$ cat src/rtl/uart_pkg.sv
// Shared types and constants for the configurable UART receiver.
// The PARITY state only exists when UART_RX_PARITY_EN is defined.
package uart_pkg;

  // Receiver FSM states
  typedef enum logic [2:0] {
    ST_IDLE      = 3'd0,
    ST_START     = 3'd1,
    ST_DATA      = 3'd2,
`ifdef UART_RX_PARITY_EN
    ST_PARITY    = 3'd3,
`endif
    ST_STOP      = 3'd4,
    ST_WAIT_IDLE = 3'd5
  } rx_state_e;

  // i_data_bits encoding: data bits per frame = 5 + value
  localparam logic [1:0] DBITS_5 = 2'd0;
  localparam logic [1:0] DBITS_6 = 2'd1;
  localparam logic [1:0] DBITS_7 = 2'd2;
  localparam logic [1:0] DBITS_8 = 2'd3;

  // Parity sense as carried by i_parity_odd
  typedef enum logic {
    PAR_EVEN = 1'b0,
    PAR_ODD  = 1'b1
  } parity_mode_e;

  // Decode the data-bits field and clamp it to what the datapath can hold.
  function automatic logic [3:0] data_bits_count(input logic [1:0] sel,
                                                 input int max_bits);
    int n;
    n = 5;
    case (sel)
      DBITS_5: n = 5;
      DBITS_6: n = 6;
      DBITS_7: n = 7;
      DBITS_8: n = 8;
      default: n = 5;
    endcase
    if (n > max_bits) n = max_bits;
    return n[3:0];
  endfunction

endpackage

$ cat src/rtl/uart_rx_majority_sampler.sv
// rx_majority_sampler: line synchronizer, oversample tick counter and
// 3-sample majority vote around the bit centre.
module rx_majority_sampler
  import uart_pkg::*;
#(
  parameter int OVER_SAMPLE = 16,
  parameter int MID_SAMPLE  = 8
) (
  input  logic i_clk,
  input  logic i_rst_n,
  input  logic i_stick,
  input  logic i_rx_serial,
  input  logic i_cnt_clr,
  output logic o_rx_line,
  output logic o_rx_fall,
  output logic o_vote,
  output logic o_vote_valid,
  output logic o_bit_end
);

  localparam int CNT_W = (OVER_SAMPLE > 2) ? $clog2(OVER_SAMPLE) : 1;
  localparam logic [CNT_W-1:0] TICK_LAST = CNT_W'(OVER_SAMPLE - 1);
  localparam logic [CNT_W-1:0] TICK_S0   = CNT_W'(MID_SAMPLE - 1);
  localparam logic [CNT_W-1:0] TICK_S1   = CNT_W'(MID_SAMPLE);
  localparam logic [CNT_W-1:0] TICK_S2   = CNT_W'(MID_SAMPLE + 1);

  logic             sync_q1;
  logic             sync_q2;
  logic             line_prev;
  logic [CNT_W-1:0] tick_cnt;
  logic             samp_a;
  logic             samp_b;
  logic             tick_ok;

  // Two-flop synchronizer plus a delayed copy for falling-edge detection; idle-high reset
  always_ff @(posedge i_clk or negedge i_rst_n) begin
    if (!i_rst_n) begin
      sync_q1   <= 1'b1;
      sync_q2   <= 1'b1;
      line_prev <= 1'b1;
    end else begin
      sync_q1   <= i_rx_serial;
      sync_q2   <= sync_q1;
      line_prev <= sync_q2;
    end
  end

  assign tick_ok = i_stick & ~i_cnt_clr;

  // Tick index within the current bit; held at zero while the FSM is idle
  always_ff @(posedge i_clk or negedge i_rst_n) begin
    if (!i_rst_n) begin
      tick_cnt <= '0;
    end else if (i_cnt_clr) begin
      tick_cnt <= '0;
    end else if (i_stick) begin
      tick_cnt <= (tick_cnt == TICK_LAST) ? '0 : tick_cnt + 1'b1;
    end
  end

  // Capture the first two of the three centre samples
  always_ff @(posedge i_clk or negedge i_rst_n) begin
    if (!i_rst_n) begin
      samp_a <= 1'b0;
      samp_b <= 1'b0;
    end else if (tick_ok) begin
      if (tick_cnt == TICK_S0) samp_a <= sync_q2;
      if (tick_cnt == TICK_S1) samp_b <= sync_q2;
    end
  end

  // Third sample is taken live, so the vote is ready on the MID_SAMPLE+1 tick itself
  assign o_vote       = (samp_a & samp_b) | (samp_a & sync_q2) | (samp_b & sync_q2);
  assign o_vote_valid = tick_ok & (tick_cnt == TICK_S2);
  assign o_bit_end    = tick_ok & (tick_cnt == TICK_LAST);
  assign o_rx_line    = sync_q2;
  assign o_rx_fall    = line_prev & ~sync_q2;

endmodule

$ cat src/rtl/uart_rx_cfg.sv
// uart_rx_cfg: runtime-configurable UART receiver (5..8 data bits, 1/2 stop,
// optional parity). Define UART_RX_PARITY_EN to build the parity checker.
//
//  state        | meaning
//  -------------+-----------------------------------------------------------
//  ST_IDLE      | line idle, waiting for a synchronised falling edge
//  ST_START     | validating start bit; vote of 1 is a false start
//  ST_DATA      | shifting data bits in LSB-first
//  ST_PARITY    | checking the parity bit (parity build only)
//  ST_STOP      | sampling 1 or 2 stop bits; delivers at the final stop vote
//  ST_WAIT_IDLE | stop bit was low (framing error / break); wait for line high
module uart_rx_cfg
  import uart_pkg::*;
#(
  parameter int SIZE_DATA   = 8,
  parameter int OVER_SAMPLE = 16,
  parameter int MID_SAMPLE  = 8
) (
  input  logic                 i_clk,
  input  logic                 i_rst_n,
  input  logic                 i_stick,
  input  logic                 i_rx_en,
  input  logic                 i_fifo_full,
  input  logic                 i_rx_serial,
  input  logic [1:0]           i_data_bits,
  input  logic                 i_two_stop,
  input  logic                 i_parity_en,
  input  logic                 i_parity_odd,
  output logic [SIZE_DATA-1:0] o_rx_data,
  output logic                 o_rx_done,
  output logic                 o_frame_err,
  output logic                 o_parity_err,
  output logic                 o_overrun_err,
  output logic                 o_busy
);

  rx_state_e state_q, state_nxt;

  logic                 rx_line;
  logic                 rx_fall;
  logic                 vote;
  logic                 vote_valid;
  logic                 bit_end;

  logic [2:0]           bit_cnt_q, bit_cnt_nxt;
  logic                 stop_cnt_q, stop_cnt_nxt;
  logic [SIZE_DATA-1:0] shift_q, shift_nxt;
  logic [3:0]           nbits_q, nbits_nxt;
  logic                 two_stop_q, two_stop_nxt;
  logic                 par_bad_q, par_bad_nxt;
  logic [SIZE_DATA-1:0] rx_data_nxt;
  logic                 done_nxt, ferr_nxt, perr_nxt, oerr_nxt;
  logic                 deliver;
  logic                 stop_bad;

`ifdef UART_RX_PARITY_EN
  logic                 par_en_q, par_en_nxt;
  parity_mode_e         par_mode_q, par_mode_nxt;
`else
  logic                 unused_parity;
  assign unused_parity = i_parity_en ^ i_parity_odd;
`endif

  rx_majority_sampler #(
    .OVER_SAMPLE (OVER_SAMPLE),
    .MID_SAMPLE  (MID_SAMPLE)
  ) u_sampler (
    .i_clk        (i_clk),
    .i_rst_n      (i_rst_n),
    .i_stick      (i_stick),
    .i_rx_serial  (i_rx_serial),
    .i_cnt_clr    (state_q == ST_IDLE),
    .o_rx_line    (rx_line),
    .o_rx_fall    (rx_fall),
    .o_vote       (vote),
    .o_vote_valid (vote_valid),
    .o_bit_end    (bit_end)
  );

  // State, frame configuration, shift register and registered output pulses
  always_ff @(posedge i_clk or negedge i_rst_n) begin
    if (!i_rst_n) begin
      state_q       <= ST_IDLE;
      bit_cnt_q     <= '0;
      stop_cnt_q    <= 1'b0;
      shift_q       <= '0;
      nbits_q       <= 4'd0;
      two_stop_q    <= 1'b0;
      par_bad_q     <= 1'b0;
      o_rx_data     <= '0;
      o_rx_done     <= 1'b0;
      o_frame_err   <= 1'b0;
      o_parity_err  <= 1'b0;
      o_overrun_err <= 1'b0;
`ifdef UART_RX_PARITY_EN
      par_en_q      <= 1'b0;
      par_mode_q    <= PAR_EVEN;
`endif
    end else begin
      state_q       <= state_nxt;
      bit_cnt_q     <= bit_cnt_nxt;
      stop_cnt_q    <= stop_cnt_nxt;
      shift_q       <= shift_nxt;
      nbits_q       <= nbits_nxt;
      two_stop_q    <= two_stop_nxt;
      par_bad_q     <= par_bad_nxt;
      o_rx_data     <= rx_data_nxt;
      o_rx_done     <= done_nxt;
      o_frame_err   <= ferr_nxt;
      o_parity_err  <= perr_nxt;
      o_overrun_err <= oerr_nxt;
`ifdef UART_RX_PARITY_EN
      par_en_q      <= par_en_nxt;
      par_mode_q    <= par_mode_nxt;
`endif
    end
  end

  // Next-state, datapath updates and delivery decision
  always_comb begin
    state_nxt    = state_q;
    bit_cnt_nxt  = bit_cnt_q;
    stop_cnt_nxt = stop_cnt_q;
    shift_nxt    = shift_q;
    nbits_nxt    = nbits_q;
    two_stop_nxt = two_stop_q;
    par_bad_nxt  = par_bad_q;
    rx_data_nxt  = o_rx_data;
    done_nxt     = 1'b0;
    ferr_nxt     = 1'b0;
    perr_nxt     = 1'b0;
    oerr_nxt     = 1'b0;
    deliver      = 1'b0;
    stop_bad     = 1'b0;
`ifdef UART_RX_PARITY_EN
    par_en_nxt   = par_en_q;
    par_mode_nxt = par_mode_q;
`endif

    case (state_q)
      ST_IDLE: begin
        if (i_rx_en && rx_fall) begin
          state_nxt    = ST_START;
          nbits_nxt    = data_bits_count(i_data_bits, SIZE_DATA);
          two_stop_nxt = i_two_stop;
          bit_cnt_nxt  = '0;
          stop_cnt_nxt = 1'b0;
          shift_nxt    = '0;
          par_bad_nxt  = 1'b0;
`ifdef UART_RX_PARITY_EN
          par_en_nxt   = i_parity_en;
          par_mode_nxt = i_parity_odd ? PAR_ODD : PAR_EVEN;
`endif
        end
      end

      ST_START: begin
        if (vote_valid && vote) begin
          state_nxt = ST_IDLE;
        end else if (bit_end) begin
          state_nxt = ST_DATA;
        end
      end

      ST_DATA: begin
        if (vote_valid) begin
          for (int i = 0; i < SIZE_DATA; i++) begin
            if (bit_cnt_q == 3'(i)) shift_nxt[i] = vote;
          end
        end
        if (bit_end) begin
          if ({1'b0, bit_cnt_q} == nbits_q - 4'd1) begin
`ifdef UART_RX_PARITY_EN
            state_nxt = par_en_q ? ST_PARITY : ST_STOP;
`else
            state_nxt = ST_STOP;
`endif
          end else begin
            bit_cnt_nxt = bit_cnt_q + 3'd1;
          end
        end
      end

`ifdef UART_RX_PARITY_EN
      ST_PARITY: begin
        // Even-parity bit is the XOR of the data; odd sense inverts it
        if (vote_valid) begin
          par_bad_nxt = vote != ((^shift_q) ^ (par_mode_q == PAR_ODD));
        end
        if (bit_end) state_nxt = ST_STOP;
      end
`endif

      ST_STOP: begin
        if (vote_valid) begin
          if (!vote) begin
            deliver   = 1'b1;
            stop_bad  = 1'b1;
            state_nxt = ST_WAIT_IDLE;
          end else if (stop_cnt_q == two_stop_q) begin
            // Leave before the bit ends so a back-to-back start edge is not missed
            deliver   = 1'b1;
            state_nxt = ST_IDLE;
          end
        end else if (bit_end) begin
          stop_cnt_nxt = 1'b1;
        end
      end

      ST_WAIT_IDLE: begin
        if (rx_line) state_nxt = ST_IDLE;
      end

      default: state_nxt = ST_IDLE;
    endcase

    if (deliver) begin
      ferr_nxt = stop_bad;
`ifdef UART_RX_PARITY_EN
      perr_nxt = par_bad_q;
`endif
      if (i_fifo_full) begin
        oerr_nxt = 1'b1;
      end else begin
        done_nxt    = 1'b1;
        rx_data_nxt = shift_q;
      end
    end

    // Disabling the receiver abandons the frame silently
    if (!i_rx_en) begin
      state_nxt   = ST_IDLE;
      rx_data_nxt = o_rx_data;
      done_nxt    = 1'b0;
      ferr_nxt    = 1'b0;
      perr_nxt    = 1'b0;
      oerr_nxt    = 1'b0;
    end
  end

  assign o_busy = (state_q != ST_IDLE);

endmodule

$ cat config.mk
export PLATFORM = sky130hd
export DESIGN_NAME = uart_rx_cfg
export DESIGN_NICKNAME = d
export VERILOG_FILES = /design/src/rtl/uart_pkg.sv /design/src/rtl/uart_rx_majority_sampler.sv /design/src/rtl/uart_rx_cfg.sv
export SDC_FILE = /design/constraint.sdc
export NUM_CORES = 1
export LEC_CHECK = 0
export CORE_AREA = 2 2 88 90
export CTS_BUF_LIST = sky130_fd_sc_hd__clkbuf_4
export DETAILED_ROUTE_END_ITERATION = 7
export DIE_AREA = 0 0 90 92
export PLACE_DENSITY = 0.51
export SYNTH_ARGS = -nofsm -noshare
export SYNTH_HDL_FRONTEND = slang
export SYNTH_SLANG_ARGS = --single-unit
$ cat constraint.sdc
create_clock -name i_clk -period 2.2 [get_ports i_clk]
set_input_delay 0.33 -clock i_clk [delete_from_list [all_inputs] [get_ports i_clk]]
set_output_delay 0.33 -clock i_clk [all_outputs]
set_load 0.02 [all_outputs]
==> impl_results.rst <==
Flow metrics
------------

.. list-table::
   :header-rows: 1

   * - Metric
     - Value
   * - Worst hold path endpoint
     - u_sampler.o_rx_line
   * - Top Usage Layer GRT
     - met2
   * - Worst r2r src
     - u_sampler.tick_cnt[1]
   * - Post-layout instance count excluding filler cells
     - 339
   * - Routed length on met1
     - 2.09 mm
   * - Layout area overhead
     - 20.3%
   * - Setup_tns
     - 0 ns
   * - Die Size
     - between 8000 and 9000 um2
   * - Element type at the critical path start
     - flip-flop
   * - Area leader, netlist
     - sky130_fd_sc_hd__dfrtp_1
   * - Seq cells post-synth
     - 40
   * - Met3 track demand over resource in global routing
     - approximately 2.9%
   * - Worst VDD drop
     - 284 uV
   * - Outcome
     - complete, no violations
   * - Global-route wire length before repair
     - 7.45 mm
   * - Met2 WL post-DR
     - 1.85 mm
   * - OpenROAD warnings
     - 37
   * - Yosys warnings
     - 0
   * - Setup skew after layout
     - approximately 0.012 ns
   * - Setup slack of the critical path after layout
     - 0.0969 ns
   * - Crit path capture
     - o_busy
   * - Worst path required time
     - 1.87 ns
   * - Post-CTS Repair Setup Buffers
     - 0
   * - Chip area in the Yosys report
     - 2160 um2
   * - Kind of end point of the critical path
     - output pin
   * - Diode insertion count for antenna repair
     - 0
   * - Iteration-0 DRC Markers
     - 44
   * - Worst slack after detailed placement
     - between 0.1 and 0.15 ns
   * - Via-to-Cell Ratio
     - 4.51
   * - Timing-limited maximum frequency
     - about 480 MHz
   * - Initial antenna violation count
     - 0
   * - Uppermost metal layer occupied by signal nets
     - met4
   * - Summed instance area of the synthesized netlist
     - approximately 2200 um2
   * - Final HPWL from detailed placement
     - about 3 mm
   * - Total number of H-tree levels
     - 2
[cell type report]
cell class / count / area (um2)
sequential: 40 / 1010
clock inverter: 2 / 35.0
timing repair buffer: 31 / 280
inverter: 15 / 56.3
tap: 102 / 128
clock buffer: 6 / 45.0
fill: 789 / 4850
multi-input combinational: 143 / 1050
[worst max-delay path, stage by stage, from the launching register on]
cell,delay (ns)
sky130_fd_sc_hd__dfrtp_2,0.51
sky130_fd_sc_hd__nor3_2,0.25
sky130_fd_sc_hd__inv_1,0.11
sky130_fd_sc_hd__clkdlybuf4s50_1,0.55
[timing repair]
action                                  CTS  global route
hold buffers                              1             0
resized                                   0             1
endpoints found under the hold margin    17             0
endpoints found under the setup margin    0             1
[state kept, by name, indices dropped and copies added, names as in the netlist]
register / cells
o_frame_err: 1
stop_cnt_q: 1
nbits_q: 4
state_q: 3
u_sampler.tick_cnt: 4
u_sampler.o_rx_line: 1
o_rx_data: 8
u_sampler.samp_b: 1
two_stop_q: 1
shift_q: 8
u_sampler.samp_a: 1
u_sampler.line_prev: 1
u_sampler.sync_q1: 1
o_rx_done: 1
bit_cnt_q: 3
o_overrun_err: 1
[where the power goes]
group          switching (mW)  internal (mW)  leakage (nW)
combinational           0.140          0.118         0.600
sequential             0.0431          0.774         0.538
clock                   0.253          0.251        0.0456
total                   0.436           1.14          1.18
[cell families after synthesis]
| family | synth area share (%) |
|---|---|
| AOI/OAI and AO/OA | 12.8 |
| xor gates and xnor gates | 3.13 |
| adders and majority gates | 8.64 |
| buffers and inverters | 4.98 |
| DFF | 46.6 |
| muxes | 6.55 |
| other | 0.174 |
| and+or+nand+nor | 17.2 |
[stage by stage]
stage                     area (um2)  utilization (%)
after detailed placement        2500             33.6
after CTS                       2590             34.8
after global routing            2600             34.9
after floorplan                 2160                -
after global placement          2500             33.6
final                           2600             34.9
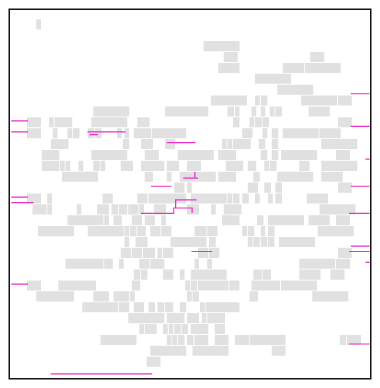
Fig. 1. Signal wires on met3.
Scale: 4 px per um. Cells faint in the background.
- wire length on this layer: 134 um
- nets with wire on the layer: 18
- longest straight run: 25.1 um
- share of all routed wire: 3.2%
- main direction: horizontal

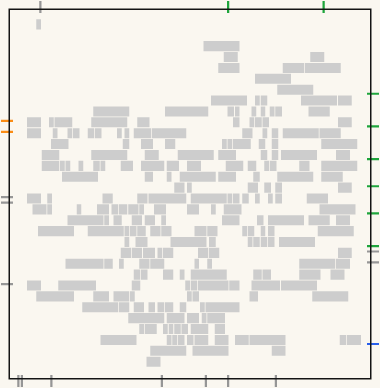
Fig. 2. Pin placement.
Scale: 4 px per um. Pins as bars across the die edge, other pins in gray.
- `i_data_bits`: orange (pins 2; direction input; edge left)
- `o_rx_data`: green (pins 8; direction output; edge 6 right, 2 top)
- `i_rst_n`: blue (pins 1; direction input; edge right)

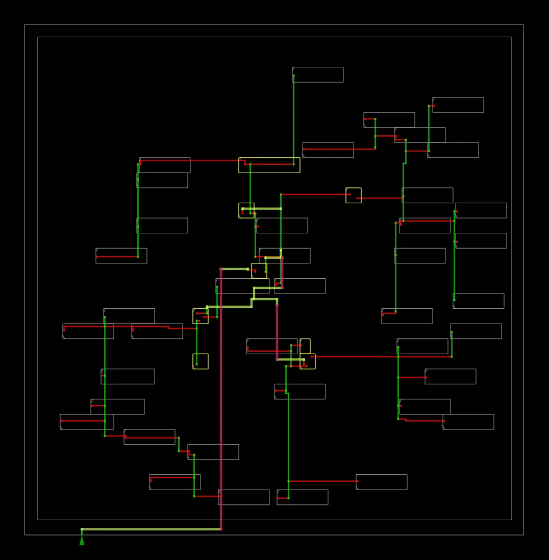
Fig. 3. The clock network.
Seq cells: 40
number of buffers created by CTS: 5

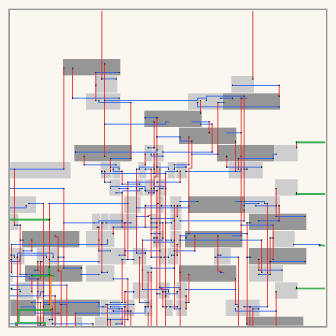
Fig. 4. Close-up of the layout.
Region (40, 42) to (90, 92) um. Cells in gray, sequential cells in the stronger gray; small squares are vias.
- metal 3: green
- metal 1: blue
- metal 4: orange
- metal 2: red
- most frequent: dfrtp_1 (15), nand2_1 (8), o21ai_0 (7)
- netlist names of flops here include: `o_rx_data` (6), `shift_q` (6), `bit_cnt_q` (3)
- cells with their middle in the window: 75
- sequential cells in the window: 15

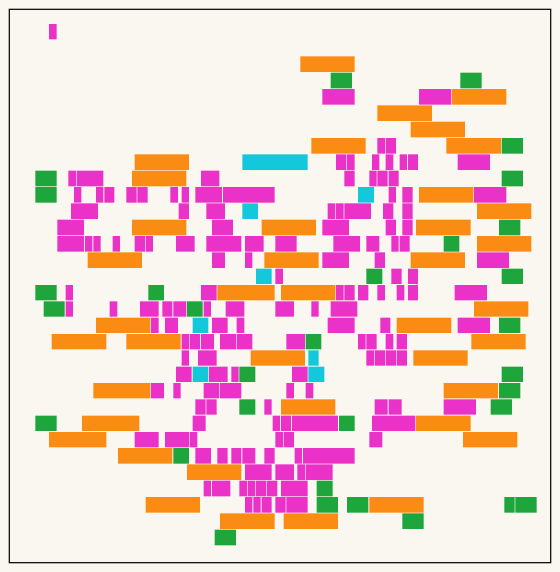
Fig. 5. Placed cells, one color a class.
Scale: 6 px per um.
- clock drivers and dummy loads: cyan (cells 8)
- flops: orange (cells 40)
- combinational and other logic: magenta (cells 158)
- other buffers and delay cells: green (cells 31)

Power figures rest on the tool's default switching activity, not on a simulated workload.
